**config.mk**
```make
export PLATFORM = sky130hd
export DESIGN_NAME = btn_enable_gen_flat
export DESIGN_NICKNAME = d
export VERILOG_FILES = /design/src/rtl/btn_enable_gen_if.sv /design/src/rtl/btn_enable_gen.sv /design/src/flat_wrapper.sv
export SDC_FILE = /design/constraint.sdc
export NUM_CORES = 1
export LEC_CHECK = 0
export CAP_MARGIN = 10
export CORE_ASPECT_RATIO = 0.7
export CORE_MARGIN = 2
export CORE_UTILIZATION = 55
export CTS_CLUSTER_DIAMETER = 40
export DETAILED_ROUTE_END_ITERATION = 10
export GPL_TIMING_DRIVEN = 0
export PLACE_DENSITY = 0.82
export RECOVER_POWER = 25
export SETUP_SLACK_MARGIN = 0.4
export SLEW_MARGIN = 0
export SYNTH_ARGS = -nofsm -noshare
export SYNTH_HDL_FRONTEND = slang
export SYNTH_SLANG_ARGS = --single-unit
```
**constraint.sdc**
```tcl
create_clock -name clk -period 5.83 [get_ports clk]
set_input_delay 0.8745 -clock clk [delete_from_list [all_inputs] [get_ports clk]]
set_output_delay 0.8745 -clock clk [all_outputs]
set_load 0.02 [all_outputs]
```
**src/rtl/btn_enable_gen_if.sv**
```systemverilog
// Button-side signal bundle for btn_enable_gen: raw button in, strobe and
// debounced level out.
interface btn_enable_gen_if;
    logic btn;
    logic E;
    logic held;

    modport master (output btn, input E, input held);
    modport slave  (input btn, output E, output held);
endinterface

```
**src/rtl/btn_enable_gen.sv**
```systemverilog
// btn_enable_gen: synchronises and debounces a raw push-button, emits a
// one-cycle enable strobe per accepted press, optional hold-to-repeat strobes,
// and exports the debounced button level.
module btn_enable_gen #(
    parameter int unsigned DEB_CYCLES = 16,
    parameter int unsigned RPT_EN     = 1,
    parameter int unsigned RPT_DELAY  = 64,
    parameter int unsigned RPT_PERIOD = 16,
    parameter int unsigned CW         = 16
) (
    input  logic            clk,
    input  logic            reset,
    btn_enable_gen_if.slave bus
);

    typedef enum logic [1:0] {
        IDLE       = 2'd0,
        PRESS_DB   = 2'd1,
        HELD       = 2'd2,
        RELEASE_DB = 2'd3
    } state_t;

    localparam logic [CW-1:0] ONE      = CW'(1);
    localparam logic [CW-1:0] DEB_LAST = CW'(DEB_CYCLES - 1);
    localparam logic [CW-1:0] DLY_LAST = CW'(RPT_DELAY - 1);
    localparam logic [CW-1:0] PER_LAST = CW'(RPT_PERIOD - 1);

    logic          s1, s2, btn_s;
    state_t        state, state_nxt;
    logic [CW-1:0] dcnt, dcnt_nxt;
    logic [CW-1:0] rcnt, rcnt_nxt;
    logic          rpt_phase, rpt_phase_nxt;
    logic          e_q, e_nxt;
    logic          held_q, held_nxt;

    assign btn_s    = s2;
    assign bus.E    = e_q;
    assign bus.held = held_q;

    // Two-flop synchroniser for the asynchronous button input.
    always_ff @(posedge clk or posedge reset) begin
        if (reset) begin
            s1 <= 1'b0;
            s2 <= 1'b0;
        end else begin
            s1 <= bus.btn;
            s2 <= s1;
        end
    end

    // State, counters and registered outputs.
    always_ff @(posedge clk or posedge reset) begin
        if (reset) begin
            state     <= IDLE;
            dcnt      <= '0;
            rcnt      <= '0;
            rpt_phase <= 1'b0;
            e_q       <= 1'b0;
            held_q    <= 1'b0;
        end else begin
            state     <= state_nxt;
            dcnt      <= dcnt_nxt;
            rcnt      <= rcnt_nxt;
            rpt_phase <= rpt_phase_nxt;
            e_q       <= e_nxt;
            held_q    <= held_nxt;
        end
    end

    // Next-state, debounce/repeat counting and strobe generation.
    // rpt_phase selects the first-repeat delay (0) or the steady period (1);
    // rcnt restarts at each strobe so both intervals count from zero.
    always_comb begin
        state_nxt     = state;
        dcnt_nxt      = dcnt;
        rcnt_nxt      = rcnt;
        rpt_phase_nxt = rpt_phase;
        e_nxt         = 1'b0;
        held_nxt      = held_q;
        case (state)
            IDLE: begin
                held_nxt = 1'b0;
                if (btn_s) begin
                    state_nxt = PRESS_DB;
                    dcnt_nxt  = ONE;
                end
            end
            PRESS_DB: begin
                if (!btn_s) begin
                    state_nxt = IDLE;
                    dcnt_nxt  = '0;
                end else if (dcnt == DEB_LAST) begin
                    state_nxt     = HELD;
                    e_nxt         = 1'b1;
                    held_nxt      = 1'b1;
                    dcnt_nxt      = '0;
                    rcnt_nxt      = '0;
                    rpt_phase_nxt = 1'b0;
                end else begin
                    dcnt_nxt = dcnt + ONE;
                end
            end
            HELD: begin
                held_nxt = 1'b1;
                if (!btn_s) begin
                    state_nxt = RELEASE_DB;
                    dcnt_nxt  = ONE;
                    rcnt_nxt  = '0;
                end else if (RPT_EN != 0) begin
                    if (rcnt == (rpt_phase ? PER_LAST : DLY_LAST)) begin
                        e_nxt         = 1'b1;
                        rcnt_nxt      = '0;
                        rpt_phase_nxt = 1'b1;
                    end else begin
                        rcnt_nxt = rcnt + ONE;
                    end
                end
            end
            RELEASE_DB: begin
                if (btn_s) begin
                    state_nxt     = HELD;
                    dcnt_nxt      = '0;
                    rcnt_nxt      = '0;
                    rpt_phase_nxt = 1'b0;
                end else if (dcnt == DEB_LAST) begin
                    state_nxt = IDLE;
                    held_nxt  = 1'b0;
                    dcnt_nxt  = '0;
                end else begin
                    dcnt_nxt = dcnt + ONE;
                end
            end
            default: begin
                state_nxt = IDLE;
            end
        endcase
    end

endmodule
```
**src/flat_wrapper.sv**
```systemverilog
// flat-port wrapper written by rule: the top's interface ports become plain ports
module btn_enable_gen_flat 
#(
    parameter int unsigned DEB_CYCLES = 16,
    parameter int unsigned RPT_EN     = 1,
    parameter int unsigned RPT_DELAY  = 64,
    parameter int unsigned RPT_PERIOD = 16,
    parameter int unsigned CW         = 16
)
  (clk, reset, bus_btn, bus_E, bus_held);
  btn_enable_gen_if bus_i ();
  input  logic clk;
  input  logic reset;
  input wire logic [$bits(bus_i.btn)-1:0] bus_btn;
  output wire logic [$bits(bus_i.E)-1:0] bus_E;
  output wire logic [$bits(bus_i.held)-1:0] bus_held;
  assign bus_i.btn = bus_btn;
  assign bus_E = bus_i.E;
  assign bus_held = bus_i.held;
  btn_enable_gen #(.DEB_CYCLES(DEB_CYCLES), .RPT_EN(RPT_EN), .RPT_DELAY(RPT_DELAY), .RPT_PERIOD(RPT_PERIOD), .CW(CW)) u_core (.clk(clk), .reset(reset), .bus(bus_i));
endmodule
```
Figure 1. Wiring by layer.
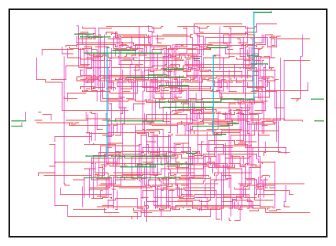
[cyan] metal 4 | wire length: 68.7 um
[red] metal 1 | wire length: 2,500 um
[magenta] metal 2 | wire length: 1,920 um
[green] metal 3 | wire length: 233 um

==> results.toml <==
# yosys + openroad results
[outcome]
run_status = "finished, final reports clean"

[global_route]
met1_usage_pct = 38.2
wire_length_of_the_first_global_routing_pass_um = 8190
via_count_of_the_first_global_routing_pass = 1673
global_route.usage.met3_pct = 4.66
largest_net_degree_at_the_start_of_global_routing = 40
track_usage_pct = 23.5
top_usage_layer = "met1"
grt_remaining_overflow = 0
grt.met2_usage_pct = 30.5
antenna_found_initial = 0

[cells_and_area]
final-instance-count-excl-fill = 304
layout_cells_sized_above_1_pct = 5.56
areaGrowthSynthToFinish_pct = 9.40
layout.cells.most_common_list = "dfrtp_1 (39), nor2_1 (25), nand2_1 (22)"
layout_top_cell = "dfrtp_1"
final_nets = 261
fin_area_sq_mm = 0.00239
antenna_cells = 0

[floorplan]
num_rows = 19
core-area_sq_mm = 0.00387
fp-utilization_pct = 56.3
area_enclosed_by_the_die_boundary_sq_mm = 0.00450
die_w_um = 79.3
die_h_um = 56.7

[clock_tree]
number_of_buffers_inserted_by_post_cts_setup_repair = 0
post_cts.resized_instances = 0
tritoncts = "done"
tritoncts.num_buffers = 5
worst_setup_hold_path_clk_slew_ps = 80
cts-root-buf = "clkbuf_8"
tritoncts_sinks = 39
cts_htree_levels = 2
cts_max_path_buffers = 2
clock_latency_ps = 300
hold_buffers = 0

[timing]
setup_repair_after_global_routing_missed_its_margin = "false"
timing_hold_violations_final = 0
tightest_slew_ps = 1460
timing.final.setup_violations = 0
max_freq_mhz = 405
final_max_slew_viol_count = 0
layout_worst_path_cycle_share_pct = 42.3
postLayoutSetupSlackWorst_ps = 3360
fin_skew_ps = 5.28
max-slew-margin-rel_pct = 2.37
final.setup.tns_ps = 0

[routing]
avgViaCountPerCell = 6.18
drc_errors = 0
wl_per_cell_um = 15.5
total_iterations_of_the_first_detailed_routing_run = 4
detail_route.wirelength_um = 4720
vias = 1880
initialDrtViolationCount = 196

[synth]
mapped_avg_cell_area_sq_um = 9.10
yosys-stat-cells = 240
yosys.stat.chipArea_sq_mm = 0.00218
flip_flops_with_a_built_in_enable = 0
ys.warnings.count = 0
ys_types = 39
ys_dominant_reg_cell = "dfrtp_1"
synth.ff_latch_count = 39
fp_nets = 250
seq_area_frac_synth_pct = 44.7
async_sr_flop_fraction_pct = 100

[power_and_ir_drop]
power.ir.vdd_worst_mv = 0.158
p_leak_nw = 1.01
power_density_mw_per_mm2 = 362
post-layout-total-power_uw = 864

[placed_design]
post-place-cells = 296
place_hpwl_um = 3330
post_dp_cell_area_sq_mm = 0.00229
finalWeightedCongestion = 0.853

[worst_setup_path]
critical_path_buf_inv_count = 0
cp_max_fo = 8
critical_path.top_delay_family = "simple AND/OR/NAND/NOR gates"
crit_path_top_delay_cell = "a211oi_2"
timing.critical_path.required_ps = 6030
endpoint_kind = "flip-flop"
startpoint_class = "flip-flop"
cp_cell_sequence = "ha_1, and4b_1, nand4_2, a211oi_2, nand2_1, o31ai_1"
crit_type = "reg -> reg"
crit_arrival_ps = 2670

[flow_run]
stage_log_warnings = 30
max-cap-violations = 0
Figure 2. Clock network drawn from the DEF.
The bar under the picture is 20 um long.
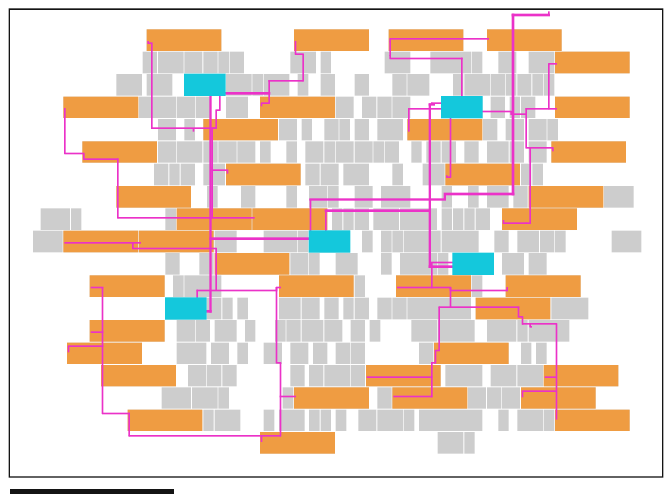
[orange] flip-flops | count: 39
[magenta] clock wires | length: 521 um
[cyan] clock drivers | count: 5
flops lie: spread over the die
routed clock nets: 6

cell families after synthesis:
family | after synthesis | synth area share (%)
buffers and inverters | 19 | 3.27
multiplexers | 3 | 1.43
adder cells (fa/ha/maj) | 7 | 4.01
flip-flops | 39 | 44.7
XOR/XNOR | 9 | 3.61
AND/OR/NAND/NOR | 105 | 25.6
AND-OR/OR-AND | 58 | 17.4
worst paths after layout:
kind	startpoint	endpoint	slack [ps]	cells past startpoint
max	u_core.dcnt[0]$_DFFE_PP0P_	u_core.rcnt[4]$_DFFE_PP0P_	3360	6
min	u_core.s1$_DFF_PP0_	u_core.btn_s$_DFF_PP0_	350	0
max reg2reg	u_core.dcnt[0]$_DFFE_PP0P_	u_core.rcnt[4]$_DFFE_PP0P_	3360	6
min reg2reg	u_core.s1$_DFF_PP0_	u_core.btn_s$_DFF_PP0_	350	0
max in group asynchronous	reset	u_core.dcnt[10]$_DFFE_PP0P_	3520	2
min in group asynchronous	reset	u_core.dcnt[1]$_DFFE_PP0P_	1450	2
where the power goes:
group / leakage [nW] / total [mW] / switching (mW) / internal (mW)
Clock: 0.0515 / 0.203 / 0.0948 / 0.108
Sequential: 0.529 / 0.324 / 0.0294 / 0.295
Combinational: 0.429 / 0.337 / 0.227 / 0.109
Total: 1.01 / 0.864 / 0.352 / 0.512
metrics by stage:
| step | hold WS, ps | util, % |
|---|---|---|
| after floorplan | 331 | - |
| after global placement | 333 | 59.1 |
| after detailed placement | 335 | 59.1 |
| after global routing | 364 | 61.6 |
| after CTS | 352 | 61.6 |
| final | 352 | 61.6 |
final cells by class:
cell class | instances | area (sq um)
Clock buffer | 8 | 100
Timing Repair Buffer | 4 | 40.0
Sequential cell | 39 | 976
Fill cell | 319 | 1490
Multi-Input combinational cell | 182 | 1140
Tap cell | 52 | 65.1
Buffer | 4 | 15.0
Inverter | 15 | 56.3
cells in the mapped netlist, drive strengths merged (4+ instances only):
library cell | count | area share (%)
nand3 | 13 | 3.0
and3 | 4 | 1.1
ha | 7 | 4.0
nor4 | 5 | 2.8
a22o | 6 | 2.4
nor3 | 11 | 2.5
nor2 | 26 | 4.6
xor2 | 6 | 2.4
o22ai | 4 | 1.1
nand4 | 9 | 2.9
clkbuf | 4 | 0.69
or4 | 4 | 1.4
dfrtp | 39 | 45
o31ai | 5 | 1.7
inv | 15 | 2.6
a211oi | 4 | 1.6
nand2 | 22 | 3.8
o21ai | 16 | 3.7
nor2b | 4 | 1.1
a21oi | 12 | 2.8
routing by layer:
layer	up-vias	wire length, um	part of all wire [%]
met2	57	1920	41
met4	0	68	1.4
met1	912	2500	53
li1	903	-	-
met3	8	233	4.9
met5	-	0	0
sequential cells by signal (all words and copies together), names as in the netlist, named ones only:
signal and cells:
u_core.btn_s 1, u_core.bus.E 1, u_core.bus.held 1, u_core.dcnt 16, u_core.rcnt 16, u_core.rpt_phase 1
u_core.s1 1, u_core.state 1
worst reg2reg max path, stage by stage, from the launching register on:
cell      delay, ps
dfrtp_1         430
ha_1            260
and4b_1         310
nand4_2         240
a211oi_2        550
nand2_1         300
o31ai_1         280
Power is estimated from default activity; no workload was simulated.
